detail.png
Region (17, 2) to (57, 42) um. Cells in gray, sequential cells in the stronger gray; small squares are vias.
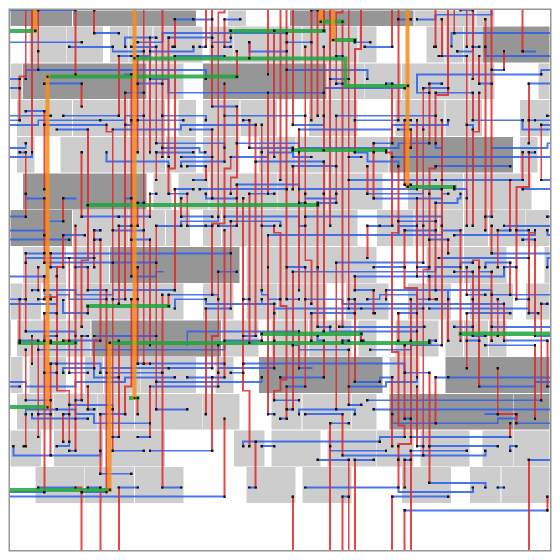
placement.png
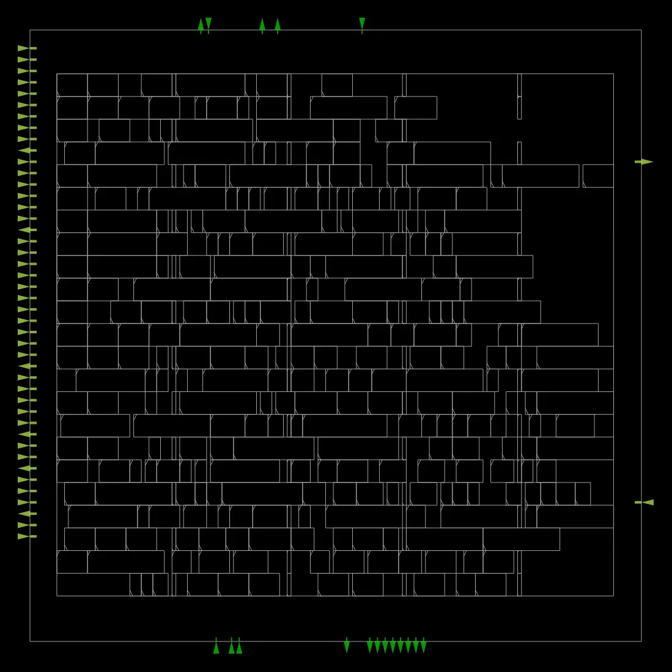
clk_routes.png
Bar = 20 um.
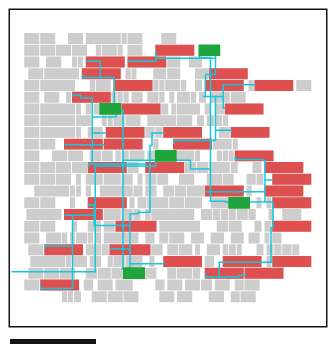
`src/rtl/uart_tx_arbiter.sv`:
```
// uart_tx_arbiter: shares one Uart8 transmitter between NUM_REQ byte-stream
// requesters. Round-robin arbitration with packet locking: the owner keeps
// the UART until it flags a last byte, reaches BURST_MAX bytes, or leaves
// reqValid low for GAP_TIMEOUT cycles while waiting to send.
module uart_tx_arbiter #(
  parameter int NUM_REQ     = 4,
  parameter int BURST_MAX   = 16,
  parameter int GAP_TIMEOUT = 64
) (
  input  logic                   clk,
  input  logic                   rstN,
  input  logic [NUM_REQ-1:0]     reqValid,
  input  logic [8*NUM_REQ-1:0]   reqData,
  input  logic [NUM_REQ-1:0]     reqLast,
  output logic [NUM_REQ-1:0]     reqReady,
  output logic [NUM_REQ-1:0]     grant,
  output logic                   txEn,
  output logic                   txStart,
  output logic [7:0]             txIn,
  input  logic                   txBusy,
  input  logic                   txDone,
  output logic                   busy
);

  localparam int         PTR_W       = (NUM_REQ > 1) ? $clog2(NUM_REQ) : 1;
  localparam logic [7:0] BURST_LIMIT = 8'(BURST_MAX);
  // Last gap count before revocation: the revoking cycle is the
  // GAP_TIMEOUT-th consecutive idle cycle of the owner.
  localparam logic [7:0] GAP_LIMIT   = 8'(GAP_TIMEOUT - 1);

  typedef enum logic [1:0] {
    IDLE,
    SEND,
    WAIT_BUSY,
    WAIT_DONE
  } state_e;

  state_e             state_q,    state_d;
  logic [NUM_REQ-1:0] grant_q,    grant_d;
  logic [PTR_W-1:0]   owner_q,    owner_d;
  logic [PTR_W-1:0]   ptr_q,      ptr_d;
  logic [7:0]         byte_cnt_q, byte_cnt_d;
  logic [7:0]         gap_cnt_q,  gap_cnt_d;
  logic               last_q,     last_d;
  logic [7:0]         tx_in_q,    tx_in_d;
  logic               tx_start_q, tx_start_d;
  logic               tx_en_q,    tx_en_d;

  logic               sel_valid;
  logic               sel_last;
  logic [7:0]         sel_data;
  logic               pick_found;
  logic [PTR_W-1:0]   pick_idx;

  // Observe only the current owner's request lines.
  always_comb begin
    // NOTE: every combinational output gets a default before any branch;
    // a path that leaves one unassigned would infer a latch.
    sel_valid = 1'b0;
    sel_last  = 1'b0;
    sel_data  = '0;
    for (int i = 0; i < NUM_REQ; i++) begin
      if (owner_q == PTR_W'(i)) begin
        sel_valid = reqValid[i];
        sel_last  = reqLast[i];
        sel_data  = reqData[8*i +: 8];
      end
    end
  end

  // Round-robin pick: first valid requester above the pointer, then wrap.
  always_comb begin
    pick_found = 1'b0;
    pick_idx   = '0;
    for (int i = 0; i < NUM_REQ; i++) begin
      if (!pick_found && reqValid[i] && (i > int'(ptr_q))) begin
        pick_found = 1'b1;
        pick_idx   = PTR_W'(i);
      end
    end
    for (int i = 0; i < NUM_REQ; i++) begin
      if (!pick_found && reqValid[i] && (i <= int'(ptr_q))) begin
        pick_found = 1'b1;
        pick_idx   = PTR_W'(i);
      end
    end
  end

  // Next-state logic: grant, byte acceptance and UART handshake sequencing.
  always_comb begin
    state_d    = state_q;
    grant_d    = grant_q;
    owner_d    = owner_q;
    ptr_d      = ptr_q;
    byte_cnt_d = byte_cnt_q;
    gap_cnt_d  = gap_cnt_q;
    last_d     = last_q;
    tx_in_d    = tx_in_q;
    tx_start_d = tx_start_q;
    tx_en_d    = 1'b1;

    unique case (state_q)
      IDLE: begin
        if (pick_found) begin
          grant_d    = NUM_REQ'(1) << pick_idx;
          owner_d    = pick_idx;
          byte_cnt_d = '0;
          gap_cnt_d  = '0;
          state_d    = SEND;
        end
      end

      SEND: begin
        if (sel_valid) begin
          tx_in_d    = sel_data;
          last_d     = sel_last;
          byte_cnt_d = byte_cnt_q + 8'd1;
          gap_cnt_d  = '0;
          tx_start_d = 1'b1;
          state_d    = WAIT_BUSY;
        end else if (gap_cnt_q >= GAP_LIMIT) begin
          // Owner went quiet too long: release so others can proceed.
          grant_d    = '0;
          ptr_d      = owner_q;
          byte_cnt_d = '0;
          gap_cnt_d  = '0;
          state_d    = IDLE;
        end else begin
          gap_cnt_d  = gap_cnt_q + 8'd1;
        end
      end

      WAIT_BUSY: begin
        // txStart stays up until the UART confirms it has taken the byte.
        if (txBusy) begin
          tx_start_d = 1'b0;
          state_d    = WAIT_DONE;
        end
      end

      WAIT_DONE: begin
        if (txDone) begin
          if (last_q || (byte_cnt_q >= BURST_LIMIT)) begin
            grant_d    = '0;
            ptr_d      = owner_q;
            byte_cnt_d = '0;
            gap_cnt_d  = '0;
            state_d    = IDLE;
          end else begin
            state_d    = SEND;
          end
        end
      end

      default: state_d = IDLE;
    endcase
  end

  // State registers; reset abandons any frame in flight.
  always_ff @(posedge clk or negedge rstN) begin
    if (!rstN) begin
      state_q    <= IDLE;
      grant_q    <= '0;
      owner_q    <= '0;
      ptr_q      <= PTR_W'(NUM_REQ - 1);
      byte_cnt_q <= '0;
      gap_cnt_q  <= '0;
      last_q     <= 1'b0;
      tx_in_q    <= '0;
      tx_start_q <= 1'b0;
      tx_en_q    <= 1'b0;
    end else begin
      // NOTE: non-blocking assignments so every flop samples pre-edge values
      // regardless of statement order.
      state_q    <= state_d;
      grant_q    <= grant_d;
      owner_q    <= owner_d;
      ptr_q      <= ptr_d;
      byte_cnt_q <= byte_cnt_d;
      gap_cnt_q  <= gap_cnt_d;
      last_q     <= last_d;
      tx_in_q    <= tx_in_d;
      tx_start_q <= tx_start_d;
      tx_en_q    <= tx_en_d;
    end
  end

  // Ready is a pure decode of registered state, never of reqValid.
  assign reqReady = (state_q == SEND) ? grant_q : '0;
  assign grant    = grant_q;
  assign busy     = |grant_q;
  assign txEn     = tx_en_q;
  assign txStart  = tx_start_q;
  assign txIn     = tx_in_q;

endmodule

```
`config.mk`:
```
export PLATFORM = sky130hd
export DESIGN_NAME = uart_tx_arbiter
export DESIGN_NICKNAME = d
export VERILOG_FILES = /design/src/rtl/uart_tx_arbiter.sv
export SDC_FILE = /design/constraint.sdc
export NUM_CORES = 1
export LEC_CHECK = 0
export ABC_AREA = 0
export ABC_CLOCK_PERIOD_IN_PS = 2230
export CORE_MARGIN = 3
export CORE_UTILIZATION = 48
export CTS_BUF_LIST = sky130_fd_sc_hd__clkbuf_4 sky130_fd_sc_hd__clkbuf_8 sky130_fd_sc_hd__clkbuf_16
export DETAILED_ROUTE_END_ITERATION = 10
export PLACE_DENSITY = 0.84
export SLEW_MARGIN = 20
export SYNTH_ARGS = -nofsm -noshare
export SYNTH_HDL_FRONTEND = slang
export SYNTH_SLANG_ARGS = --single-unit
```
`constraint.sdc`:
```
create_clock -name clk -period 2.23 [get_ports clk]
set_input_delay 0.446 -clock clk [delete_from_list [all_inputs] [get_ports clk]]
set_output_delay 0.446 -clock clk [all_outputs]
set_load 0.005 [all_outputs]
```
==> Slide: Implementation Results <==
Implementation Results

Clock network
  • TritonCTS Buffers: 5
  • Post-CTS sizing: 1

Routing
  • Met3 WL: a little under 400 um
  • DR vias: approximately 2k
  • Post-Route M1 WL: 2.33 mm
  • 1st-iter DRT viols: roughly 130
  • TritonRoute pass-1 iters: 4
  • Uppermost layer routed: met4

Place
  • Placed Area: 2950 um2
  • Gpl congestion: between 0.8 and 0.9
  • Port Buf Inserts: 62

STA
  • Tmin final: 2250 ps
  • Final setup violation count: 1
  • Post-layout period usage: 101%
  • Fmax: 445 MHz
  • Setup ws final: -15.9 ps
  • RSZ-0062 raised after global routing: true
  • Rel. slew slack: 45.2%
  • Slew Viols, Final: 0

Layout
  • Largest cell class: multi-input combinational cells
  • Final instance area: approximately 3000 um2
  • Non-clk bufs: just under 90
  • Final net count: between 300 and 400
  • Inverters: 9
  • Final antenna diode count: 0

Floorplan
  • DIE WIDTH: around 73 um

Yosys
  • Post-Synthesis Cell Area: 2170 um2
  • Yosys adder share: roughly 1.7%
  • Syn. warnings: 0
  • Post-synthesis register bit count: 37
  • Synth cell types: 49
  • Synth Flop Type: dfrtp_1
  • Syn nets: around 260

Flow run
  • # Max-Cap Violations: 0
  • Stage-log warning count: 29

Critical path
  • Type of the worst setup path: in -> reg
  • Worst Setup Start Kind: input port
  • CP required: 2390 ps
  • Crit path max fanout: 11
  • Worst EP arrival: 2400 ps

GRT
  • Met2 usage: 38.6%
  • Initial antenna violation count: 0
  • Top Usage Layer GRT: met2
  • Total GRT Usage: 24.0%

Run status
  • Outcome: finished with violations
  • Failing checks: negative setup slack

Power
  • Power, Total: 3740 uW
Notes on detail.png above:
layer	color
metal 1	blue
metal 4	orange
metal 2	red
metal 3	green
most frequent	buf_4 (19), clkdlybuf4s50_1 (12), dfrtp_1 (9)
cells with their middle in the window	122
netlist names of flops here include	grant (3), owner_q (2), ptr_q (2)
sequential cells in the window	11

Notes on placement.png above:
Core ar.: 4170 um2
post-layout util: 74.0%
Layout Cells excl Fill: 342

Notes on clk_routes.png above:
[clock wires] cyan | length: 519 um
[flip-flops] red | count: 37
[clock drivers] green | count: 5
routed clock nets	6
Clock group: 481 uW
Setup Skew: 7.07 ps
clk ins delay skew pair: 300 ps
clock share of power: 12.9%

Yosys cell counts, types with 3 or more instances:
cell | instances | share of area [%]
mux2i_1 | 3 | 1.4
and2_1 | 5 | 1.4
and3_1 | 3 | 0.86
nor2b_1 | 4 | 1.2
ha_1 | 3 | 1.7
nand3_1 | 6 | 1.4
clkbuf_1 | 7 | 1.2
buf_2 | 4 | 0.92
inv_1 | 9 | 1.6
or4_1 | 3 | 1.0
a22o_1 | 3 | 1.2
dfrtp_1 | 35 | 40
o41ai_1 | 4 | 1.6
o21ai_0 | 3 | 0.69
nand2_1 | 42 | 7.3
o21ai_1 | 6 | 1.4
mux4_2 | 10 | 10
nor3_1 | 4 | 0.92
a21oi_1 | 3 | 0.69
nor2_1 | 11 | 1.9
power breakdown:
part / internal [uW] / total (uW) / switching [uW]
combinational: 1150 / 2160 / 1010
clock: 229 / 481 / 252
sequential: 897 / 1090 / 196
total: 2280 / 3740 / 1460
final timing paths:
| kind | startpoint | end | slack, ps | cells past startpoint |
|---|---|---|---|---|
| worst max-delay path | reqValid[3] | byte_cnt_q[2]$_DFFE_PN0P_ | -20 | 5 |
| worst min-delay path | rstN | gap_cnt_q[4]$_DFFE_PN0P_ | 240 | 1 |
| worst max register to register | owner_q[0]$_DFFE_PN0P_ | byte_cnt_q[2]$_DFFE_PN0P_ | 160 | 4 |
| worst min register to register | last_q$_DFFE_PN0P_ | last_q$_DFFE_PN0P_ | 480 | 2 |
| max in group asynchronous | rstN | byte_cnt_q[6]$_DFFE_PN0P_ | 1470 | 1 |
| min in group clk | last_q$_DFFE_PN0P_ | last_q$_DFFE_PN0P_ | 480 | 2 |
critical path, cell delays in order:
cell             delay [ps]
clkdlybuf4s50_1         430
mux4_2                  520
and2_1                  320
a2111oi_1               550
mux2i_1                 150
Power and IR drop assume default switching activity.
